==> images/cell_classes.png <==
The bar under the picture is 100 µm long. Fill, decap, tap and diode cells in grey.
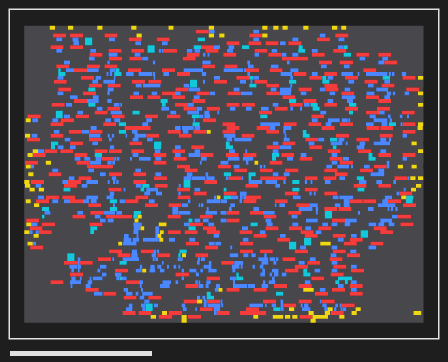
==> images/met1.png <==
Supply wires on this layer in grey.
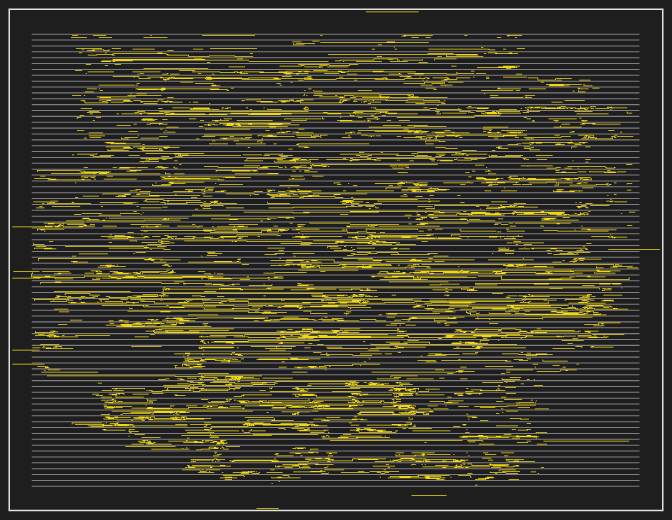
## src/rtl/boreal_adc_pkg.sv

```systemverilog
// Shared types and constants for the Boreal ADC frame receiver.
package boreal_adc_pkg;

    typedef enum logic [2:0] {
        ST_IDLE,
        ST_SETUP,
        ST_SHIFT,
        ST_HOLD,
        ST_CHECK,
        ST_EMIT
    } state_t;

    localparam logic [3:0]  STATUS_SYNC = 4'hC;
    localparam int unsigned N_CH        = 8;
    localparam int unsigned WORD_BITS   = 24;
    localparam int unsigned FRAME_BITS  = 216;

    // Error counter add of up to two events, clamped at 255.
    function automatic logic [7:0] sat_add_err(input logic [7:0] cnt, input logic [1:0] inc);
        logic [8:0] sum;
        sum = {1'b0, cnt} + {7'b0, inc};
        return sum[8] ? 8'hFF : sum[7:0];
    endfunction

endpackage

```

## src/rtl/boreal_sclk_gen.sv

```systemverilog
// SPI clock generator (CPOL=0): SCLK rises at the start of each period; strobes mark
// the cycle whose clock edge drives SCLK high (sclk_rise) or low (sclk_fall).
module boreal_sclk_gen #(
    parameter int unsigned SCLK_DIV = 4
) (
    input  logic clk,
    input  logic rst_n,
    input  logic run,
    output logic sclk,
    output logic sclk_rise,
    output logic sclk_fall
);

    localparam int unsigned PERIOD = 2 * SCLK_DIV;
    localparam int unsigned CW     = $clog2(PERIOD);

    logic [CW-1:0] cnt;

    assign sclk_rise = run && (cnt == '0);
    assign sclk_fall = run && (cnt == CW'(SCLK_DIV));

    always_ff @(posedge clk or negedge rst_n) begin
        if (!rst_n) begin
            cnt  <= '0;
            sclk <= 1'b0;
        end else if (!run) begin
            cnt  <= '0;
            sclk <= 1'b0;
        end else begin
            sclk <= (cnt < CW'(SCLK_DIV));
            cnt  <= (cnt == CW'(PERIOD - 1)) ? '0 : cnt + CW'(1);
        end
    end

endmodule

```

## src/rtl/boreal_adc_frame_rx.sv

```systemverilog
// DRDY-triggered SPI capture of one status + 8-channel ADC frame, header validation,
// then replay of the channel words as single-cycle sample strobes.
module boreal_adc_frame_rx
    import boreal_adc_pkg::*;
#(
    parameter int unsigned SCLK_DIV = 4,
    parameter int unsigned CS_SETUP = 2,
    parameter int unsigned CS_HOLD  = 2,
    parameter int unsigned EMIT_GAP = 2
) (
    input  logic                 clk,
    input  logic                 rst_n,
    input  logic                 enable,
    input  logic                 adc_drdy_n,
    input  logic                 adc_miso,
    output logic                 adc_sclk,
    output logic                 adc_cs_n,
    output logic [WORD_BITS-1:0] raw_adc_in,
    output logic [2:0]           adc_channel_sel,
    output logic                 adc_data_ready,
    output logic [WORD_BITS-1:0] status_word,
    output logic                 frame_err,
    output logic                 overrun,
    output logic [7:0]           err_count,
    output logic                 busy
);

    state_t               state;
    logic                 drdy_s1, drdy_s2, drdy_s3;
    logic                 drdy_fall;
    logic                 run, sclk_rise, sclk_fall;
    logic [7:0]           tmr;
    logic [7:0]           bit_cnt;
    logic [4:0]           bit_in_word;
    logic [3:0]           word_idx;
    logic [2:0]           buf_idx;
    logic [2:0]           next_ch;
    logic [WORD_BITS-1:0] shreg, word_next, status_shadow;
    logic [WORD_BITS-1:0] chan_buf [N_CH];
    logic                 header_ok;
    logic                 bad_hdr_evt, overrun_evt;
    logic [1:0]           err_inc;

    always_ff @(posedge clk or negedge rst_n) begin
        if (!rst_n) begin
            drdy_s1 <= 1'b1;
            drdy_s2 <= 1'b1;
            drdy_s3 <= 1'b1;
        end else begin
            drdy_s1 <= adc_drdy_n;
            drdy_s2 <= drdy_s1;
            drdy_s3 <= drdy_s2;
        end
    end

    assign drdy_fall = drdy_s3 & ~drdy_s2;

    // SCLK starts in the last SETUP cycle so its first rise lands exactly CS_SETUP after CS.
    assign run = (state == ST_SHIFT) || (state == ST_SETUP && tmr == 8'(CS_SETUP - 1));

    boreal_sclk_gen #(
        .SCLK_DIV(SCLK_DIV)
    ) u_sclk_gen (
        .clk       (clk),
        .rst_n     (rst_n),
        .run       (run),
        .sclk      (adc_sclk),
        .sclk_rise (sclk_rise),
        .sclk_fall (sclk_fall)
    );

    assign word_next   = {shreg[WORD_BITS-2:0], adc_miso};
    assign buf_idx     = word_idx[2:0] - 3'd1;
    assign next_ch     = adc_channel_sel + 3'd1;
    assign header_ok   = (status_shadow[23:20] == STATUS_SYNC);
    assign bad_hdr_evt = (state == ST_CHECK) && !header_ok;
    assign overrun_evt = drdy_fall && (state != ST_IDLE);
    assign err_inc     = {1'b0, bad_hdr_evt} + {1'b0, overrun_evt};
    assign busy        = (state != ST_IDLE);

    always_ff @(posedge clk or negedge rst_n) begin
        if (!rst_n) begin
            state           <= ST_IDLE;
            adc_cs_n        <= 1'b1;
            raw_adc_in      <= '0;
            adc_channel_sel <= '0;
            adc_data_ready  <= 1'b0;
            status_word     <= '0;
            frame_err       <= 1'b0;
            overrun         <= 1'b0;
            err_count       <= '0;
            tmr             <= '0;
            bit_cnt         <= '0;
            bit_in_word     <= '0;
            word_idx        <= '0;
            shreg           <= '0;
            status_shadow   <= '0;
            for (int unsigned i = 0; i < N_CH; i++) chan_buf[i] <= '0;
        end else begin
            frame_err      <= bad_hdr_evt;
            overrun        <= overrun_evt;
            adc_data_ready <= 1'b0;
            err_count      <= sat_add_err(err_count, err_inc);

            case (state)
                ST_IDLE: begin
                    if (drdy_fall && enable) begin
                        state       <= ST_SETUP;
                        adc_cs_n    <= 1'b0;
                        tmr         <= '0;
                        bit_cnt     <= '0;
                        bit_in_word <= '0;
                        word_idx    <= '0;
                    end
                end

                ST_SETUP: begin
                    if (sclk_rise) state <= ST_SHIFT;
                    else           tmr   <= tmr + 8'd1;
                end

                ST_SHIFT: begin
                    if (sclk_fall) begin
                        shreg   <= word_next;
                        bit_cnt <= bit_cnt + 8'd1;
                        if (bit_in_word == 5'(WORD_BITS - 1)) begin
                            bit_in_word <= '0;
                            word_idx    <= word_idx + 4'd1;
                            if (word_idx == '0) status_shadow     <= word_next;
                            else                chan_buf[buf_idx] <= word_next;
                        end else begin
                            bit_in_word <= bit_in_word + 5'd1;
                        end
                        // Leave on the final falling edge so HOLD is timed from the last SCLK fall.
                        if (bit_cnt == 8'(FRAME_BITS - 1)) begin
                            state <= ST_HOLD;
                            tmr   <= '0;
                        end
                    end
                end

                ST_HOLD: begin
                    if (tmr == 8'(CS_HOLD - 1)) begin
                        adc_cs_n <= 1'b1;
                        state    <= ST_CHECK;
                    end else begin
                        tmr <= tmr + 8'd1;
                    end
                end

                ST_CHECK: begin
                    if (header_ok) begin
                        status_word     <= status_shadow;
                        adc_data_ready  <= 1'b1;
                        adc_channel_sel <= '0;
                        raw_adc_in      <= chan_buf[0];
                        tmr             <= '0;
                        state           <= ST_EMIT;
                    end else begin
                        state <= ST_IDLE;
                    end
                end

                ST_EMIT: begin
                    if (tmr == 8'(EMIT_GAP)) begin
                        if (adc_channel_sel == 3'(N_CH - 1)) begin
                            state <= ST_IDLE;
                        end else begin
                            adc_data_ready  <= 1'b1;
                            adc_channel_sel <= next_ch;
                            raw_adc_in      <= chan_buf[next_ch];
                            tmr             <= '0;
                        end
                    end else begin
                        tmr <= tmr + 8'd1;
                    end
                end

                default: state <= ST_IDLE;
            endcase
        end
    end

endmodule

```

## config.mk

```make
export PLATFORM = sky130hd
export DESIGN_NAME = boreal_adc_frame_rx
export DESIGN_NICKNAME = d
export VERILOG_FILES = /design/src/rtl/boreal_adc_pkg.sv /design/src/rtl/boreal_sclk_gen.sv /design/src/rtl/boreal_adc_frame_rx.sv
export SDC_FILE = /design/constraint.sdc
export NUM_CORES = 1
export LEC_CHECK = 0
export CORE_ASPECT_RATIO = 0.75
export CORE_MARGIN = 10
export CORE_UTILIZATION = 25
export CTS_BUF_LIST = sky130_fd_sc_hd__clkbuf_4 sky130_fd_sc_hd__clkbuf_8
export DETAILED_ROUTE_END_ITERATION = 8
export PLACE_DENSITY_LB_ADDON = 0.05
export SLEW_MARGIN = 20
export SYNTH_ARGS = -nofsm -noshare
export SYNTH_HDL_FRONTEND = slang
export SYNTH_SLANG_ARGS = --single-unit
```

## constraint.sdc

```tcl
create_clock -name clk -period 7.65 [get_ports clk]
set_clock_uncertainty 0.05 [all_clocks]
set_input_delay 1.1475 -clock clk [delete_from_list [all_inputs] [get_ports clk]]
set_output_delay 1.1475 -clock clk [all_outputs]
set_load 0.1 [all_outputs]
```

==> summary.txt <==
Here are the numbers from the latest Yosys + OpenROAD run.

In this run, distinct cell masters in the synthesized netlist total 57. On the worst path, the slowest cell contributes a delay of 1.01 ns. The fraction of final layout cells sized beyond drive strength 1 came out at 37.3%. The number of maximum-capacitance violations recorded for the run is 0.

The worst-case setup margin in the final layout is 3.39 ns. In this run the cell area measured after placement is 16400 µm². The worst register-to-register path begins at adc_channel_sel[0]. The fraction of the mapped netlist area in adder cells is 1.22%. The number of cells on the critical path came out at 3. Clock tree synthesis found a total of 337 sinks. The final tally of setup violations is 0. The worst hold path begins at drdy_s1. The final-layout setup total negative slack came out at 0 ns. The cell with the largest stage delay on the worst path is sky130_fd_sc_hd__clkdlybuf4s50_1. TritonCTS built the clock tree. Clock tree synthesis selected as its root buffer the cell sky130_fd_sc_hd__clkbuf_8. The worst reg2reg path depth came out at 9.

The clock buffer and inverter area fraction after layout came out at 7.50%. The cell taking the most area after synthesis is sky130_fd_sc_hd__dfrtp_1. The critical path launch point type is a register. The instance tally after logic synthesis came out at around 1100. The number of buffers and inverters on the critical path is 2. Looking at the gate-level netlist, the highest instance count belongs to sky130_fd_sc_hd__dfrtp_1. The floorplan core area came out at 59000 µm². The final standard cell utilization of the core came out at 30.1%. Per the synth stats, the proportion of register bits with asynchronous set or reset is 100%. Counting instances, the worst hold path has a depth of 0. The floorplan has 77 rows.

In the hold report, the worst path ends at drdy_s2. The final-layout fill cell count came out at 6002. The run finished with clean final reports. The total routing usage reported by global routing is about an eighth. Among all cell classes, the greatest summed area belongs to sequential cells. For reference, simple AND, OR, NAND and NOR cells occupy 7.58% of the area reported after synthesis. The detailed-route wire length is 40.1 mm. The detailed-route wire length per cell is 20.0 µm. The count of final hold-check violations came out at 0. The net count entering floorplan is 1124. Of the post-synthesis cell area, the part taken by muxes is 27.5%.

Summing all multi-input logic gate instances after layout gives approximately 6000 µm². The actual transition at the worst max-transition pin came out at 1.01 ns. According to the hold report, the worst path is of the register to register type. The register containing the most flip-flops in the final layout is chan_buf. The die outline height came out at 232 µm. The worst slack on hold paths came out at 0.305 ns.

The first-pass detailed-route iteration total came out at 4. The power density normalized to cell area is 264 nW/µm². The final timing report lists a max-slew violation count of 0. The summed standard-cell area reported by yosys came out at between 10000 and 15000 µm².

The maximum fanout along the worst path is 15. The number of DRC markers after the initial detailed-route iteration came out at 380. After detailed routing, the number of remaining DRC violations is 0. The final antenna-violating net count is 0. The complex-gate fraction of the synthesized area came out at 3.78%.

The number of antenna violations at the first check in global routing came out at 1. Setup repair after global routing left no endpoint under its margin. The number of top-level pins is 70. The flow inserted 790 tap cells. The share of the synthesized area in the top cell type came out at between 50 and 60%.

The average instance area after synthesis came out at 13.5 µm². The layout report gives the multi-input gate share of total cell area as 34.3%. For the finished layout, the period the worst path requires is 4.26 ns. The clock buffers instantiated in the layout total around 100. Global routing consumed, on the met1 layer, between 15 and 20% of the routing resources. Summed over all nets, the half-perimeter wirelength after detailed placement is 21.9 mm. The number of signal-net inverters in the final layout is 18. The total tool warning count is 37. STA classifies the critical path endpoint as an output pin.

After detailed routing, the number of vias per cell comes to 4.46. OpenSTA lists the critical path startpoint as state[1]. For reference, the critical path cell chain is nor3_1 > inv_1 > clkdlybuf4s50_1. Per the synthesis report, the XOR/XNOR share of the synthesized area is 0.470%. The via count of the routed design came out at slightly below 9000. The number of gates resized after CTS was 0. The sequential share of cell area came out at 47.5%. The largest vdd supply drop came out at 0.133 mV. The most common logic cells in the final layout are sky130_fd_sc_hd__dfrtp_1, sky130_fd_sc_hd__mux2_2, sky130_fd_sc_hd__nand2_1, sky130_fd_sc_hd__clkbuf_8, sky130_fd_sc_hd__o21ai_0.

By startpoint and endpoint, the worst setup path is classified as register to output pin. The clock-pin slew of the registers on the worst-case setup and hold paths is 0.06 ns. The most critical setup path has its endpoint at busy. Entering global routing, the biggest net connects ~130 pins. The dominant register cell in the synthesized netlist is sky130_fd_sc_hd__dfrtp_1. The fraction of the yosys area taken by sequential cells came out at 56.6%.
## Picture notes: cell_classes.png
[other buffers and delay cells] yellow | cells: 86
[clock drivers and dummy loads] cyan | cells: 111
[flip-flops] red | cells: 337
[all other logic] blue | cells: 682

## Picture notes: met1.png
wire length on this layer: 20.2 mm
longest straight run: 88.3 µm
main direction: horizontal

-- kinds of logic after synthesis --
logic type | Yosys count
flip-flops | 337
AND-OR/OR-AND | 102
AND/OR/NAND/NOR | 230
XOR/XNOR | 8
adder cells (fa/ha/maj) | 14
multiplexers | 310
buffers and inverters | 104
-- layer usage --
metal | share of wire (%) | wire length, µm | up-vias
li1 | - | - | 4097
met1 | 50 | 20200 | 4634
met2 | 43 | 17400 | 139
met3 | 4.1 | 1640 | 79
met4 | 2.3 | 939 | 0
met5 | 0 | 0 | -
-- report_power, final --
group | internal, mW | switching [mW]
sequential | 1.86 | 0.110
clock | 1.05 | 0.800
combinational | 0.253 | 0.617
No activity file was given, so power comes from the tool's default toggle rates.
